--- config.mk ---
export PLATFORM = sky130hd
export DESIGN_NAME = if_fetch_queue_flat
export DESIGN_NICKNAME = d
export VERILOG_FILES = /design/src/rtl/if_fetch_queue_if.sv /design/src/rtl/if_fetch_queue.sv /design/src/flat_wrapper.sv
export SDC_FILE = /design/constraint.sdc
export NUM_CORES = 1
export LEC_CHECK = 0
export ABC_AREA = 1
export CORE_AREA = 4 4 182 184
export DETAILED_ROUTE_END_ITERATION = 10
export DIE_AREA = 0 0 186 188
export GPL_TIMING_DRIVEN = 1
export PLACE_DENSITY = 0.75
export SETUP_SLACK_MARGIN = 0.15
export SYNTH_ARGS = -nofsm -noshare
export SYNTH_HDL_FRONTEND = slang
export SYNTH_SLANG_ARGS = --single-unit
--- constraint.sdc ---
create_clock -name CLK -period 3.4 [get_ports CLK]
set_input_delay 0.68 -clock CLK [delete_from_list [all_inputs] [get_ports CLK]]
set_output_delay 0.68 -clock CLK [all_outputs]
set_load 0.05 [all_outputs]
--- src/rtl/if_fetch_queue_if.sv ---
// if_fetch_queue_if: imem request/response, branch redirect and decode handshake bundle.
interface if_fetch_queue_if #(
  parameter int PC_WIDTH = 64
);
  logic                imem_req;
  logic [PC_WIDTH-1:0] imem_addr;
  logic [31:0]         imem_rdata;
  logic                redirect_valid;
  logic [PC_WIDTH-1:0] redirect_pc;
  logic                id_valid;
  logic                id_ready;
  logic [31:0]         id_instr;
  logic [PC_WIDTH-1:0] id_pc;
  modport master (
    output imem_req, imem_addr, id_valid, id_instr, id_pc,
    input  imem_rdata, redirect_valid, redirect_pc, id_ready
  );
  modport slave (
    input  imem_req, imem_addr, id_valid, id_instr, id_pc,
    output imem_rdata, redirect_valid, redirect_pc, id_ready
  );
endinterface

--- src/rtl/if_fetch_queue.sv ---
// if_fetch_queue: LEGv8 fetch stage issuing 1-cycle imem reads into a small instruction queue for decode.
module if_fetch_queue #(
  parameter int                  PC_WIDTH    = 64,
  parameter logic [PC_WIDTH-1:0] RESET_PC    = '0,
  parameter int                  QUEUE_DEPTH = 2
) (
  input logic CLK,
  input logic RESETn,
  if_fetch_queue_if.master bus
);
  localparam int AW = $clog2(QUEUE_DEPTH);
  localparam int CW = $clog2(QUEUE_DEPTH + 1);
  localparam logic [AW-1:0] LAST = AW'(QUEUE_DEPTH - 1);
  localparam logic [CW:0] DEPTH = (CW + 1)'(QUEUE_DEPTH);
  logic [PC_WIDTH-1:0] pc, req_pc;
  logic                inflight;
  logic [31:0]         q_instr [QUEUE_DEPTH];
  logic [PC_WIDTH-1:0] q_pc    [QUEUE_DEPTH];
  logic [AW-1:0]       head, tail;
  logic [CW-1:0]       count;
  logic [CW:0]         occ;
  logic                pop, issue;
  // An outstanding request reserves its slot, so the queue can never overflow.
  always_comb begin
    occ   = {1'b0, count} + (CW + 1)'(inflight);
    pop   = (count != '0) && bus.id_ready;
    issue = !bus.redirect_valid && (occ < DEPTH || (occ == DEPTH && pop));
  end
  assign bus.imem_req  = issue;
  assign bus.imem_addr = pc;
  assign bus.id_valid  = count != '0;
  assign bus.id_instr  = q_instr[head];
  assign bus.id_pc     = q_pc[head];
  always_ff @(posedge CLK or negedge RESETn)
    if (!RESETn) begin
      pc       <= RESET_PC;
      req_pc   <= '0;
      inflight <= 1'b0;
      head     <= '0;
      tail     <= '0;
      count    <= '0;
      for (int i = 0; i < QUEUE_DEPTH; i++) begin
        q_instr[i] <= '0;
        q_pc[i]    <= '0;
      end
    end else if (bus.redirect_valid) begin
      pc       <= {bus.redirect_pc[PC_WIDTH-1:2], 2'b00};
      inflight <= 1'b0;
      head     <= '0;
      tail     <= '0;
      count    <= '0;
    end else begin
      inflight <= issue;
      if (issue) begin
        pc     <= pc + PC_WIDTH'(4);
        req_pc <= pc;
      end
      if (inflight) begin
        q_instr[tail] <= bus.imem_rdata;
        q_pc[tail]    <= req_pc;
        tail          <= tail == LAST ? '0 : tail + 1'b1;
      end
      if (pop) head <= head == LAST ? '0 : head + 1'b1;
      count <= count + CW'(inflight) - CW'(pop);
    end
endmodule

--- src/flat_wrapper.sv ---
// flat-port wrapper written by rule: the top's interface ports become plain ports
module if_fetch_queue_flat 
#(
  parameter int                  PC_WIDTH    = 64,
  parameter logic [PC_WIDTH-1:0] RESET_PC    = '0,
  parameter int                  QUEUE_DEPTH = 2
)
  (CLK, RESETn, bus_imem_req, bus_imem_addr, bus_id_valid, bus_id_instr, bus_id_pc, bus_imem_rdata, bus_redirect_valid, bus_redirect_pc, bus_id_ready);
  if_fetch_queue_if #(.PC_WIDTH(PC_WIDTH)) bus_i ();
  input logic CLK;
  input logic RESETn;
  output wire logic [$bits(bus_i.imem_req)-1:0] bus_imem_req;
  output wire logic [$bits(bus_i.imem_addr)-1:0] bus_imem_addr;
  output wire logic [$bits(bus_i.id_valid)-1:0] bus_id_valid;
  output wire logic [$bits(bus_i.id_instr)-1:0] bus_id_instr;
  output wire logic [$bits(bus_i.id_pc)-1:0] bus_id_pc;
  input wire logic [$bits(bus_i.imem_rdata)-1:0] bus_imem_rdata;
  input wire logic [$bits(bus_i.redirect_valid)-1:0] bus_redirect_valid;
  input wire logic [$bits(bus_i.redirect_pc)-1:0] bus_redirect_pc;
  input wire logic [$bits(bus_i.id_ready)-1:0] bus_id_ready;
  assign bus_imem_req = bus_i.imem_req;
  assign bus_imem_addr = bus_i.imem_addr;
  assign bus_id_valid = bus_i.id_valid;
  assign bus_id_instr = bus_i.id_instr;
  assign bus_id_pc = bus_i.id_pc;
  assign bus_i.imem_rdata = bus_imem_rdata;
  assign bus_i.redirect_valid = bus_redirect_valid;
  assign bus_i.redirect_pc = bus_redirect_pc;
  assign bus_i.id_ready = bus_id_ready;
  if_fetch_queue #(.PC_WIDTH(PC_WIDTH), .RESET_PC(RESET_PC), .QUEUE_DEPTH(QUEUE_DEPTH)) u_core (.CLK(CLK), .RESETn(RESETn), .bus(bus_i));
endmodule
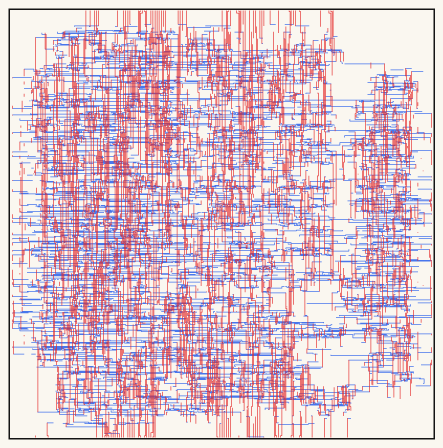
(metal layers overlaid)
Two of the layers only.
Key: met1 = blue [wire length 20.2 mm]; met2 = red [wire length 19900 µm]

==> out/results.ini <==
[run_status]
status=finished, final reports clean

[floorplan]
n_tap_cell=402
row_count=65
io-pin-count=262
fp_util=0.4946
die_h_um=188
dieArea_um2=34970
die_w_um=186

[synth]
edf_count=0
synthesis.area_um2=15530
mux_share=0
xor_share=0.01523
top_area_cell=dfrtp_1
numSynthFlops=317
top_area_frac=0.5109
avgSynthCellArea_um2=7.585
synth-simple-area-share=0.2742
synth.yosys.seq_area_share=0.5109
synthAdderAreaFrac=0.004835
synth-main-ff-cell=dfrtp_1
yosys_warnings=0
synthArstFlopShare=1.000

[route]
wl_per_cell_um=16.41
antenna_left=0
drcViolationCount=0
route.met2.wl_um=19910
wl_met1_um=20210
dr_wl_met3_um=3041
drt_iter0_drc=1197
viasPerCell=5.193

[critical_path]
crit_fanout=96
cp-start-kind=flip-flop
path_class=reg2out
rr_endpoint=u_core.bus.imem_addr[62]
crit_path_start=u_core.head

[layout]
clock_area_frac=0.05706
n_fill_cell=2649
fin_util=0.6412
nClkBuffers=48
final_cell_mix=nand2_1 (791), dfrtp_1 (316), o21ai_0 (281)
fin_area_um2=20130
logic_area_um2=6292
final_nets=2365
logic_gates=1404
syn_to_final_growth_pct=29.64
top_register=u_core.q_pc
flops=317
flop_area_um2=7936
seq_share=0.3943
largestClassByArea=flip-flops and latches

[timing]
final-setup-viol-count=0
fin_ws_ps=339.9
finClkSkew_ps=18.94
fmax_mhz=326.8
whs_ps=116.7
fin_setup_tns_ps=0
final-max-slew-violation-count=0
final_hold_viol_count=0
fin_crit_ps=3060

[power_and_ir_drop]
p_total_w=0.02061
vdd_drop_max_uv=727.0

[placed_design]
place.port_buffers=255
gp_congestion=0.9677
placed_cells=2625
placed_area_um2=18980
dp_hpwl_um=30620
dpl_worst_slack_ps=692.9

[grt]
gr-usage-met1=0.3798
top_usage_layer=met1
grt_pass1_vias=13230
grt.total_usage=0.2492
grt_pass1_wl_um=70170
antenna_found_initial=0
grt_max_degree=190

[clock_network]
clock-sinks=317
clk_pin_slew_ps=60
insertion_delay_ps=500
cts_tree=built
cts_buffer_depth=3
cts-root-buf=clkbuf_16
h-tree-depth=2

[min_path]
hold_class=in2async

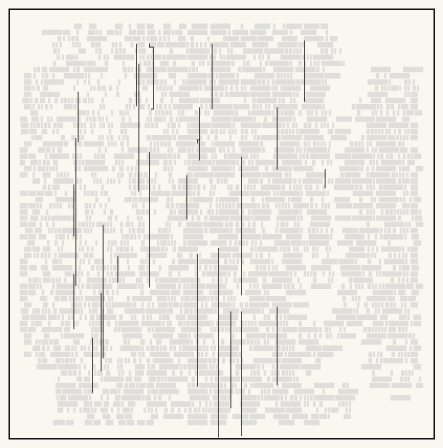
(met4 routing)
Cells faint in the background.
The layer carries 901 µm of wire. The wires run mostly vertical. The layer holds 2.0% of the routed length. The longest straight run is 83.0 µm.
Vias: 13.94k
final WL: 44070 µm

[report_power, final]
group | leakage (nW) | total, W | internal (W) | switching [W]
Combinational | 5.16 | 0.0103 | 0.00372 | 0.00659
Clock | 0.565 | 0.00374 | 0.00229 | 0.00145
Sequential | 3.95 | 0.00656 | 0.00541 | 0.00115
Total | 9.68 | 0.0206 | 0.0114 | 0.00919
[worst max-delay path by stage]
| stage | end | cells past startpoint |
|---|---|---|
| global placement | bus_imem_req | 8 |
| finish | bus_id_instr[24] | 4 |
| global route | bus_id_instr[2] | 4 |
| CTS | bus_id_instr[24] | 4 |
| floorplan | bus_imem_req | 11 |
| detailed placement | bus_imem_req | 8 |
[critical path, cell delays in order, from the launching register on]
cell and delay [ps]:
dfrtp_4 430, buf_12 360, nand2_1 110, nand2_1 100, clkdlybuf4s50_1 800
Power figures rest on the tool's default switching activity, not on a simulated workload.
